Sequential cells colored by netlist name:
Scale bar: 100 um.
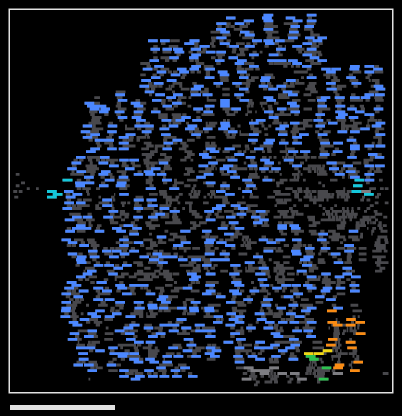
Logic cells by family:
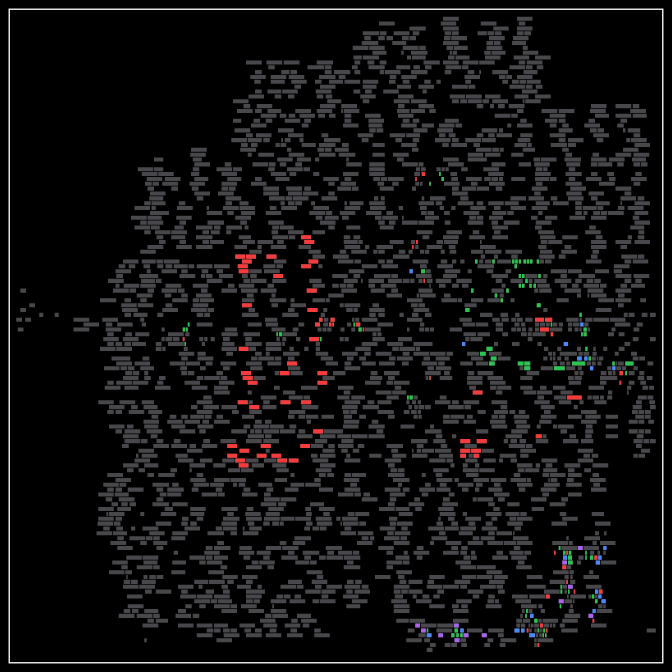
Clock network drawn from the DEF:
Scale bar: 100 um.
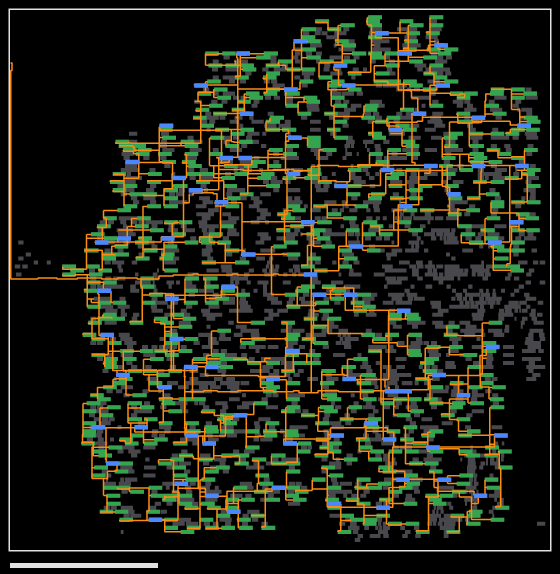
Track usage over the die:
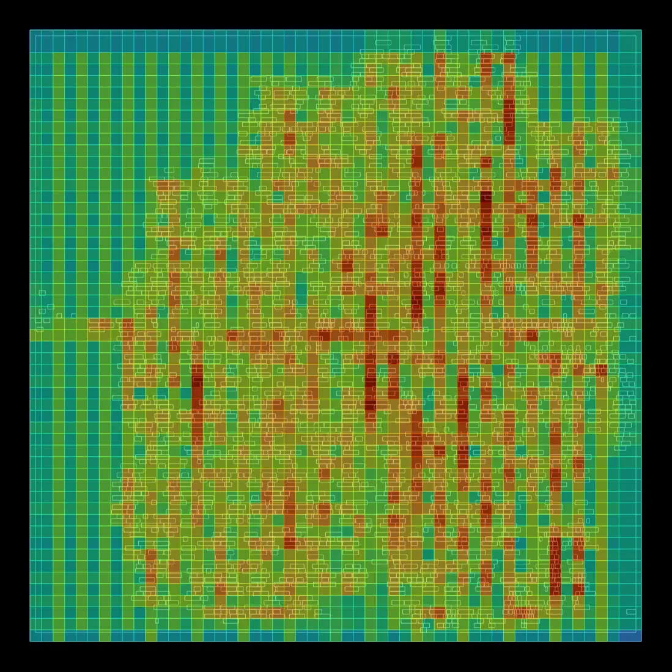
Design lcd_refresh_scheduler_flat, sky130hd; sources not shown.
==> run summary <==
fresh numbers from the pnr run: register share after synthesis=between 50% and 60%, Yosys cell types=79, unrepaired setup endpoints after global routing=false, Remaining DRCs=0, portion of synthesized cell area occupied by the leading cell type=between 40% and 50%, Synthesis Warnings=0, data arrival time of the critical path=2.01 ns, width of the chip=365.3 um, GP Congestion=0.7897, root cell of the clock tree=sky130_fd_sc_hd__clkbuf_16, flop and latch count out of synthesis=681, buffers inserted by post-CTS timing repair=0, antenna violation net count after detailed routing=0, clock network fraction of design power=between 30% and 40%, proportion of register bits with asynchronous set or reset after synthesis=100.0%, status=finished clean, Maximum Capacitance Violations=0, die extent in y=roughly 370 um, transition time at the pin with the least slew margin=0.8224 ns, yosys stat area=approximately 32,000 sq um, Syn Inst Count=2,025, post-route minimum period=2.909 ns, worst-case hold slack=0.1733 ns, drt wl/cell=about 24 um, final count of pins violating max slew=0, class of the worst hold path=input pin to asynchronous set/reset pin, Placeable Area=127,800 sq um, antenna violations before repair=5, max FFs per register=640, clock edge transition at the registers on the reported setup and hold paths=0.06 ns, number of cells on the worst reg-to-reg path=5, top cells by count, synth=636 x sky130_fd_sc_hd__mux2_2, 599 x sky130_fd_sc_hd__dfrtp_1, 175 x sky130_fd_sc_hd__mux4_2, 87 x sky130_fd_sc_hd__clkbuf_1, 82 x sky130_fd_sc_hd__dfstp_2, share of total power in combinational logic=18.7%, Worst setup SP type=input pin, count of input and output buffers=61, worst clock skew=0.01521 ns, final net count=2,396, fraction of power consumed by sequential logic=43.5%, IR Drop Worst-Case VDD=415.7 uV, post-place instance area=38,460 sq um, Vias=19,220, share of final-layout standard cells stronger than drive strength 1=approximately three fifths, dominant register cell=sky130_fd_sc_hd__dfrtp_1, mean post-synth cell area=approximately 16 sq um, cts bufs inserted=82, number of standard cells reported by yosys=2,025, post-route standard cell area excluding fillers=a little over 40,000 sq um, TritonRoute pass-1 iters=5, post-synthesis to final-layout area growth=28.10%, FP Util=25.24%, Crit Path Max Fanout=9, cell type with the highest aggregate area in the netlist=sky130_fd_sc_hd__dfrtp_1, CTS tree=yes, synthesized cell area=32,270 sq um, number of core rows=131, first-iteration detailed-routing DRC count=1,049, count of library flops with an enable pin=0, chip area=133,400 sq um, count of final setup violators=0, I/O pins=between 60 and 70, cell with the most instances after synthesis=sky130_fd_sc_hd__mux2_2, post-detailed-route via-to-cell ratio=about 4.7, worst reg-to-reg setup slack=around 0.5 ns, global-route wire length before repair=147,000 um, critical path data required time=2.10 ns, total half-perimeter wirelength after legalization and detailed placement=between 60,000 and 70,000 um, Max-slew headroom=45.12%
Notes on 'sequential cells colored by netlist name' above:
color	signal	flops
yellow	u_core.r_state	3
orange	u_core.r_hold_cnt	15
cyan	u_core.bus.lcd_data	8
blue	u_core.r_mem	640
green	u_core.r_to_cnt	4
not colored	11
fraction of area in registers: 41.47%
utilization after layout: 32.34%
Sequential cell area: 17,140 sq um
Seq. pwr: 12.1 mW

Notes on 'logic cells by family' above:
color	family	cells
purple	XOR/XNOR gates	12
red	NOR gates	81
blue	AND and OR gates	22
green	NAND gates	84
combinational share of cell area: 35.14%
commonest non-fill, non-tap cell in the layout: sky130_fd_sc_hd__mux2_2
final cell count without fillers: 4,083

Notes on 'clock network drawn from the DEF' above:
[green] flip-flops | count: 681
[orange] clock wires | length: 10,500 um
[blue] cells driving clock nets | count: 82
flops lie	widely spread
routed clock nets	83
power in the clock group: 10.5 mW
clock latency of the later-clocked register in the worst-skew pair: 0.63 ns

Notes on 'track usage over the die' above:
overall routing resource usage: 14.94%
GRT met1 Usage: 20.90%
busiest layer in global routing: met2

## metal layers
layer,wire (um),vias to the layer above,global-route usage (%)
met4,2049,0,3.614
met3,4197,127,2.769
li1,-,8396,-
met2,45580,325,23.91
met1,46590,10370,20.90
met5,0,-,0
## layout make-up
cell class | count | area (sq um)
fillers | 12410 | 86510
flip-flops and latches | 681 | 17140
multi-input cells | 1197 | 14530
repair buffers | 382 | 4690
clock buffers | 122 | 2466
well taps | 1662 | 2079
clock inverters | 30 | 404.1
inverters | 7 | 26.28
diodes | 2 | 5.005
## timing repair
| action | 4_1_cts | 5_1_grt |
|---|---|---|
| hold buffers | 0 | 0 |
| resized | 4 | 2 |
| setup endpoints to repair | 2 | 1 |
## power groups by stage
stage	Clock [mW]	Sequential, mW	Combinational, mW
detailed placement	0	12.2	5.30
floorplan	0	11.9	3.34
global placement	0	12.1	5.16
CTS	10.9	12.1	5.32
finish	10.5	12.1	5.20
global route	11.3	12.3	5.64
## kinds of logic after synthesis
group / Yosys count / synth area share (%)
XOR/XNOR: 12 / 0.3257
flip-flops: 681 / 53.12
AND-OR/OR-AND: 116 / 2.819
multiplexers: 879 / 36.69
adder cells (fa/ha/maj): 3 / 0.1163
AND/OR/NAND/NOR: 187 / 4.908
buffers and inverters: 147 / 2.020
## layout by cell type, fill, tap and decap left out, types with 17 or more instances in the layout
| master | n |
|---|---|
| sky130_fd_sc_hd__clkbuf_16 | 85 |
| sky130_fd_sc_hd__mux2i_1 | 47 |
| sky130_fd_sc_hd__a21oi_1 | 17 |
| sky130_fd_sc_hd__buf_12 | 133 |
| sky130_fd_sc_hd__dfstp_2 | 82 |
| sky130_fd_sc_hd__clkbuf_1 | 17 |
| sky130_fd_sc_hd__mux2_2 | 629 |
| sky130_fd_sc_hd__buf_4 | 188 |
| sky130_fd_sc_hd__nand3_1 | 34 |
| sky130_fd_sc_hd__clkdlybuf4s50_1 | 53 |
| sky130_fd_sc_hd__mux4_2 | 175 |
| sky130_fd_sc_hd__dfrtp_1 | 599 |
| sky130_fd_sc_hd__nor3_4 | 44 |
| sky130_fd_sc_hd__nor2_1 | 17 |
| sky130_fd_sc_hd__nand2_1 | 26 |
| sky130_fd_sc_hd__clkbuf_8 | 20 |
## critical path, cell delays in order
cell	delay [ns]
sky130_fd_sc_hd__dlygate4sd2_1	0.30
sky130_fd_sc_hd__nand2b_4	0.14
sky130_fd_sc_hd__nand2_1	0.08
sky130_fd_sc_hd__inv_1	0.07
sky130_fd_sc_hd__clkdlybuf4s50_1	0.53
## metrics by stage
step | cells | TNS, ns
after floorplan | 2025 | 0
after global placement | 3929 | -257.14
after detailed placement | 3929 | -275.96
after CTS | 4081 | 0
after global routing | 4081 | 0
final | 4083 | 0
No activity file was given, so power comes from the tool's default toggle rates.
